Fig. 1: metal 2
Cells faint in the background.
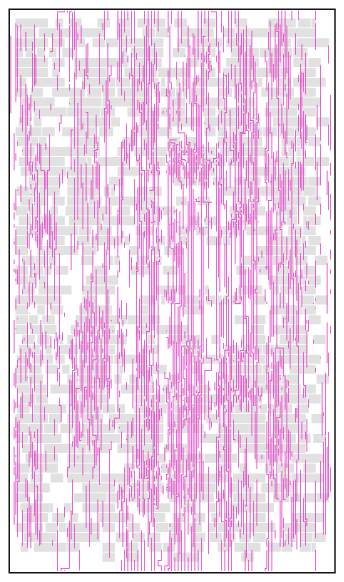
Fig. 2: metal 1
Supply wires on this layer in grey. Cells faint in the background.
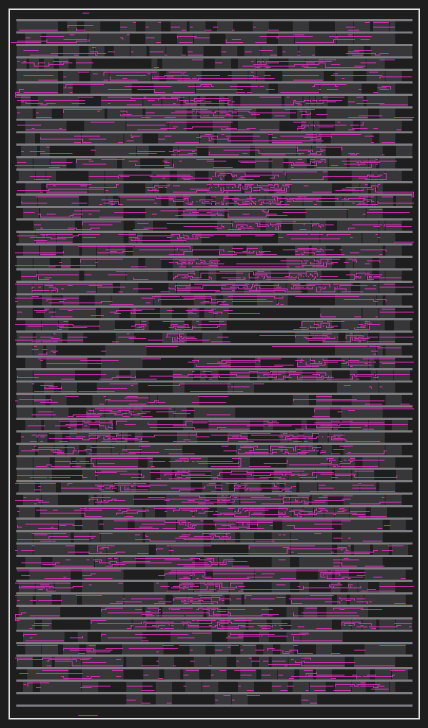
Fig. 3: congestion heat map
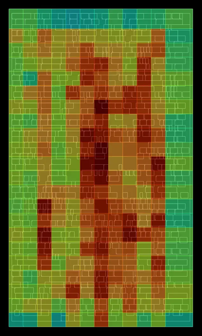
Fig. 4: sequential cells coloured by netlist name
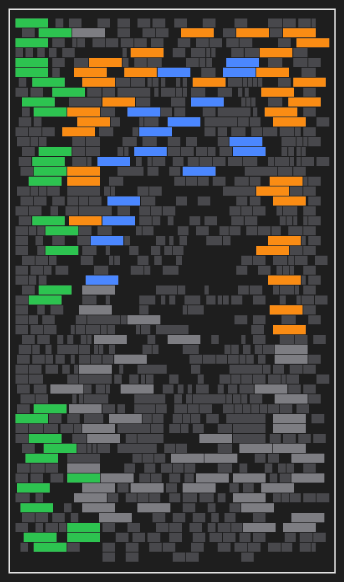
Fig. 5: wires at chosen ports, followed through buffers
Scale bar: 20 um.
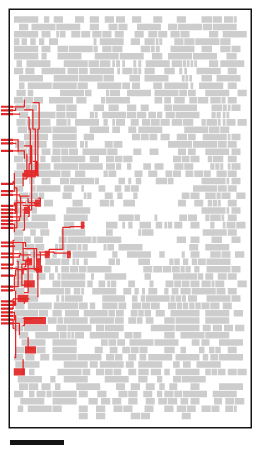
==> src/rtl/load_store_unit_if.sv <==
// Request/response and data-memory signals of the load/store unit.
// The slave modport is the unit; the master modport is the pipeline plus memory.
interface load_store_unit_if #(
    parameter int ADDR_W = 32
);
    logic              req_valid;
    logic              req_ready;
    logic              req_we;
    logic [1:0]        req_size;
    logic              req_unsigned;
    logic [ADDR_W-1:0] req_addr;
    logic [31:0]       req_wdata;
    logic              resp_valid;
    logic [31:0]       resp_rdata;
    logic              resp_fault;
    logic              mem_we;
    logic [ADDR_W-1:0] mem_addr;
    logic [31:0]       mem_wdata;
    logic [31:0]       mem_rdata;

    modport slave (
        input  req_valid, req_we, req_size, req_unsigned, req_addr, req_wdata, mem_rdata,
        output req_ready, resp_valid, resp_rdata, resp_fault, mem_we, mem_addr, mem_wdata
    );

    modport master (
        output req_valid, req_we, req_size, req_unsigned, req_addr, req_wdata, mem_rdata,
        input  req_ready, resp_valid, resp_rdata, resp_fault, mem_we, mem_addr, mem_wdata
    );
endinterface

==> src/rtl/load_store_unit.sv <==
// Memory-access stage: byte-addressed load/store requests onto a word-wide memory,
// with sub-word extraction on loads and read-modify-write for sub-word stores.
module load_store_unit #(
    parameter int ADDR_W    = 32,
    parameter int MEM_WORDS = 64
) (
    input  logic                clk,
    input  logic                reset,
    load_store_unit_if.slave    bus
);

    typedef enum logic [2:0] {
        IDLE,
        ISSUE,
        CAPTURE,
        WRITE,
        RESP
    } state_t;

    localparam logic [ADDR_W-1:0] MEM_LIMIT = ADDR_W'(MEM_WORDS);

    state_t            state_q, state_d;
    logic              we_q, we_d;
    logic [1:0]        size_q, size_d;
    logic              unsigned_q, unsigned_d;
    logic [1:0]        lane_q, lane_d;
    logic [15:0]       wdata_lo_q, wdata_lo_d;
    logic              resp_valid_q, resp_valid_d;
    logic [31:0]       resp_rdata_q, resp_rdata_d;
    logic              resp_fault_q, resp_fault_d;
    logic              mem_we_q, mem_we_d;
    logic [ADDR_W-1:0] mem_addr_q, mem_addr_d;
    logic [31:0]       mem_wdata_q, mem_wdata_d;

    logic [ADDR_W-1:0] req_index;
    logic              req_fault;
    logic [7:0]        byte_sel;
    logic [15:0]       half_sel;
    logic [31:0]       load_data;
    logic [31:0]       merged;

    assign req_index = bus.req_addr >> 2;
    assign req_fault = (bus.req_size == 2'b11)
                     || (bus.req_size == 2'b01 && bus.req_addr[0])
                     || (bus.req_size == 2'b10 && bus.req_addr[1:0] != 2'b00)
                     || (req_index >= MEM_LIMIT);

    // Lane extraction and merge both work on the word the memory returns during CAPTURE.
    always_comb begin
        byte_sel  = bus.mem_rdata[{lane_q, 3'b000} +: 8];
        half_sel  = lane_q[1] ? bus.mem_rdata[31:16] : bus.mem_rdata[15:0];
        load_data = bus.mem_rdata;
        merged    = bus.mem_rdata;
        case (size_q)
            2'b00: begin
                load_data = unsigned_q ? {24'h0, byte_sel} : {{24{byte_sel[7]}}, byte_sel};
                merged[{lane_q, 3'b000} +: 8] = wdata_lo_q[7:0];
            end
            2'b01: begin
                load_data = unsigned_q ? {16'h0, half_sel} : {{16{half_sel[15]}}, half_sel};
                if (lane_q[1]) merged[31:16] = wdata_lo_q;
                else           merged[15:0]  = wdata_lo_q;
            end
            default: begin
                load_data = bus.mem_rdata;
                merged    = bus.mem_rdata;
            end
        endcase
    end

    always_comb begin
        state_d      = state_q;
        we_d         = we_q;
        size_d       = size_q;
        unsigned_d   = unsigned_q;
        lane_d       = lane_q;
        wdata_lo_d   = wdata_lo_q;
        resp_valid_d = 1'b0;
        resp_rdata_d = resp_rdata_q;
        resp_fault_d = resp_fault_q;
        mem_we_d     = 1'b0;
        mem_addr_d   = mem_addr_q;
        mem_wdata_d  = mem_wdata_q;
        case (state_q)
            IDLE: begin
                if (bus.req_valid) begin
                    we_d       = bus.req_we;
                    size_d     = bus.req_size;
                    unsigned_d = bus.req_unsigned;
                    lane_d     = bus.req_addr[1:0];
                    wdata_lo_d = bus.req_wdata[15:0];
                    if (req_fault) begin
                        resp_valid_d = 1'b1;
                        resp_rdata_d = 32'h0;
                        resp_fault_d = 1'b1;
                        state_d      = RESP;
                    end else begin
                        mem_addr_d = req_index;
                        state_d    = ISSUE;
                        // A word store is the only access that writes straight from ISSUE.
                        if (bus.req_we && bus.req_size == 2'b10) begin
                            mem_we_d    = 1'b1;
                            mem_wdata_d = bus.req_wdata;
                        end
                    end
                end
            end
            ISSUE: begin
                if (we_q && size_q == 2'b10) begin
                    resp_valid_d = 1'b1;
                    resp_rdata_d = 32'h0;
                    resp_fault_d = 1'b0;
                    state_d      = RESP;
                end else begin
                    state_d = CAPTURE;
                end
            end
            CAPTURE: begin
                if (we_q) begin
                    mem_we_d    = 1'b1;
                    mem_wdata_d = merged;
                    state_d     = WRITE;
                end else begin
                    resp_valid_d = 1'b1;
                    resp_rdata_d = load_data;
                    resp_fault_d = 1'b0;
                    state_d      = RESP;
                end
            end
            WRITE: begin
                resp_valid_d = 1'b1;
                resp_rdata_d = 32'h0;
                resp_fault_d = 1'b0;
                state_d      = RESP;
            end
            RESP: begin
                state_d = IDLE;
            end
            default: begin
                state_d = IDLE;
            end
        endcase
    end

    always_ff @(posedge clk or posedge reset) begin
        if (reset) begin
            state_q      <= IDLE;
            we_q         <= 1'b0;
            size_q       <= 2'b00;
            unsigned_q   <= 1'b0;
            lane_q       <= 2'b00;
            wdata_lo_q   <= 16'h0;
            resp_valid_q <= 1'b0;
            resp_rdata_q <= 32'h0;
            resp_fault_q <= 1'b0;
            mem_we_q     <= 1'b0;
            mem_addr_q   <= '0;
            mem_wdata_q  <= 32'h0;
        end else begin
            state_q      <= state_d;
            we_q         <= we_d;
            size_q       <= size_d;
            unsigned_q   <= unsigned_d;
            lane_q       <= lane_d;
            wdata_lo_q   <= wdata_lo_d;
            resp_valid_q <= resp_valid_d;
            resp_rdata_q <= resp_rdata_d;
            resp_fault_q <= resp_fault_d;
            mem_we_q     <= mem_we_d;
            mem_addr_q   <= mem_addr_d;
            mem_wdata_q  <= mem_wdata_d;
        end
    end

    assign bus.req_ready  = (state_q == IDLE);
    assign bus.resp_valid = resp_valid_q;
    assign bus.resp_rdata = resp_rdata_q;
    assign bus.resp_fault = resp_fault_q;
    assign bus.mem_we     = mem_we_q;
    assign bus.mem_addr   = mem_addr_q;
    assign bus.mem_wdata  = mem_wdata_q;

endmodule

==> src/flat_wrapper.sv <==
// flat-port wrapper written by rule: the top's interface ports become plain ports
module load_store_unit_flat 
#(
    parameter int ADDR_W    = 32,
    parameter int MEM_WORDS = 64
)
  (clk, reset, bus_req_valid, bus_req_we, bus_req_size, bus_req_unsigned, bus_req_addr, bus_req_wdata, bus_mem_rdata, bus_req_ready, bus_resp_valid, bus_resp_rdata, bus_resp_fault, bus_mem_we, bus_mem_addr, bus_mem_wdata);
  load_store_unit_if #(.ADDR_W(ADDR_W)) bus_i ();
  input  logic clk;
  input  logic reset;
  input wire logic [$bits(bus_i.req_valid)-1:0] bus_req_valid;
  input wire logic [$bits(bus_i.req_we)-1:0] bus_req_we;
  input wire logic [$bits(bus_i.req_size)-1:0] bus_req_size;
  input wire logic [$bits(bus_i.req_unsigned)-1:0] bus_req_unsigned;
  input wire logic [$bits(bus_i.req_addr)-1:0] bus_req_addr;
  input wire logic [$bits(bus_i.req_wdata)-1:0] bus_req_wdata;
  input wire logic [$bits(bus_i.mem_rdata)-1:0] bus_mem_rdata;
  output wire logic [$bits(bus_i.req_ready)-1:0] bus_req_ready;
  output wire logic [$bits(bus_i.resp_valid)-1:0] bus_resp_valid;
  output wire logic [$bits(bus_i.resp_rdata)-1:0] bus_resp_rdata;
  output wire logic [$bits(bus_i.resp_fault)-1:0] bus_resp_fault;
  output wire logic [$bits(bus_i.mem_we)-1:0] bus_mem_we;
  output wire logic [$bits(bus_i.mem_addr)-1:0] bus_mem_addr;
  output wire logic [$bits(bus_i.mem_wdata)-1:0] bus_mem_wdata;
  assign bus_i.req_valid = bus_req_valid;
  assign bus_i.req_we = bus_req_we;
  assign bus_i.req_size = bus_req_size;
  assign bus_i.req_unsigned = bus_req_unsigned;
  assign bus_i.req_addr = bus_req_addr;
  assign bus_i.req_wdata = bus_req_wdata;
  assign bus_i.mem_rdata = bus_mem_rdata;
  assign bus_req_ready = bus_i.req_ready;
  assign bus_resp_valid = bus_i.resp_valid;
  assign bus_resp_rdata = bus_i.resp_rdata;
  assign bus_resp_fault = bus_i.resp_fault;
  assign bus_mem_we = bus_i.mem_we;
  assign bus_mem_addr = bus_i.mem_addr;
  assign bus_mem_wdata = bus_i.mem_wdata;
  load_store_unit #(.ADDR_W(ADDR_W), .MEM_WORDS(MEM_WORDS)) u_core (.clk(clk), .reset(reset), .bus(bus_i));
endmodule
==> config.mk <==
export PLATFORM = sky130hd
export DESIGN_NAME = load_store_unit_flat
export DESIGN_NICKNAME = d
export VERILOG_FILES = /design/src/rtl/load_store_unit_if.sv /design/src/rtl/load_store_unit.sv /design/src/flat_wrapper.sv
export SDC_FILE = /design/constraint.sdc
export NUM_CORES = 1
export LEC_CHECK = 0
export ABC_CLOCK_PERIOD_IN_PS = 4600
export CORE_ASPECT_RATIO = 1.75
export CORE_UTILIZATION = 47
export DETAILED_ROUTE_END_ITERATION = 7
export MAX_ROUTING_LAYER = met4
export PLACE_DENSITY_LB_ADDON = 0.12
export SETUP_SLACK_MARGIN = 0.15
export SYNTH_ARGS = -nofsm -noshare
export SYNTH_HDL_FRONTEND = slang
export SYNTH_SLANG_ARGS = --single-unit
==> constraint.sdc <==
create_clock -name clk -period 4.6 [get_ports clk]
set_input_delay 0.92 -clock clk [delete_from_list [all_inputs] [get_ports clk]]
set_output_delay 0.92 -clock clk [all_outputs]
set_load 0.05 [all_outputs]
==> flow_metrics.py <==
# Metrics from the implementation run
metrics = {
    "logic_synthesis": {
        "syn_inst": 554,
        "ys_cells": 554,
        "adder_share_pct": 1.00,
        "top_cell": "dfrtp_1",
        "ys_warn_count": 0,
        "synth_chip_area_mm2": 0.00625,
        "synth_area_mm2": 0.00625,
        "area_leaders": "dfrtp_1, mux2_2, a22o_1",
        "muxShareOfSynthArea_pct": 12.8,
    },
    "drt": {
        "avgRoutedWirePerCell_um": 21.5,
        "drt-initial-drc-count": 556,
        "drt.antenna.violating_nets": 0,
        "top_layer": "met4",
    },
    "critical_path": {
        "cp_cell_sequence": "nor3_2, clkdlybuf4s50_1",
        "worst_ep_required_time_ps": 3680,
        "reg2reg_depth": 6,
        "arrival_ps": 2150,
        "worstPathMaxFanout": 7,
    },
    "final_layout": {
        "nets": 849,
        "fillers": 1047,
        "antenna_cells": 0,
    },
    "sta": {
        "whs_ps": 490,
    },
    "power_and_ir_drop": {
        "cellPowerDensity_mw_per_mm2": 470,
        "pwr-share-comb_pct": 34.0,
        "ir_worst_vdd_mv": 0.362,
    },
    "outcome": {
        "outcome": "finished clean",
    },
    "global_routing": {
        "use_met1_pct": 33.6,
        "grt_pass1_vias": 5754,
        "busiest_layer": "met2",
        "grt-ovfl-total": 0,
        "grt.total_usage_pct": 30.7,
    },
    "hold_path": {
        "min_path_type": "flip-flop to flip-flop",
        "min_path_cells": 1,
    },
    "floorplan": {
        "fp.dieH_um": 155,
        "taps": 171,
        "core_area_mm2": 0.0129,
    },
    "placement": {
        "dpl.cell_count": 893,
    },
}
About Fig. 1:
The longest straight run is 52.7 um. The layer holds 52% of the routed length.

About Fig. 2:
The layer carries 7,080 um of wire. 740 nets have wire on it. The longest straight run is 34.0 um. The layer holds 36% of the routed length. The wires run mostly horizontal.

About Fig. 3:
M3 GR Usage: 5.02%
fin util: 69.3%

About Fig. 4:
`u_core.wdata_lo_q`: marked blue, placed flops 16, where north. `u_core.bus.mem_wdata`: marked orange, placed flops 32. `u_core.bus.mem_addr`: marked green, placed flops 30, where a column on the left.
Another 44 sequential cells are not coloured.

About Fig. 5:
`bus_req_addr`: marked red, bits 32, direction input, edge west, end cells 16, buffers 32, wire 524 um.

power by group through the flow:
stage	clock [mW]	combinational (mW)	sequential [mW]
after CTS	1.39	1.42	1.41
after global placement	0	1.39	1.42
after detailed placement	0	1.41	1.43
after floorplan	0	1.05	1.34
final	1.36	1.43	1.42
after global routing	1.43	1.55	1.44
registers in the layout, summed over array words and instances (netlist names):
register / flops
u_core.bus.mem_wdata: 32
u_core.bus.resp_rdata: 32
u_core.bus.mem_addr: 30
u_core.wdata_lo_q: 16
u_core.state_q: 3
u_core.lane_q: 2
u_core.size_q: 2
u_core.bus.mem_we: 1
u_core.bus.resp_fault: 1
u_core.bus.resp_valid: 1
u_core.unsigned_q: 1
u_core.we_q: 1
No activity file was given, so power comes from the tool's default toggle rates.
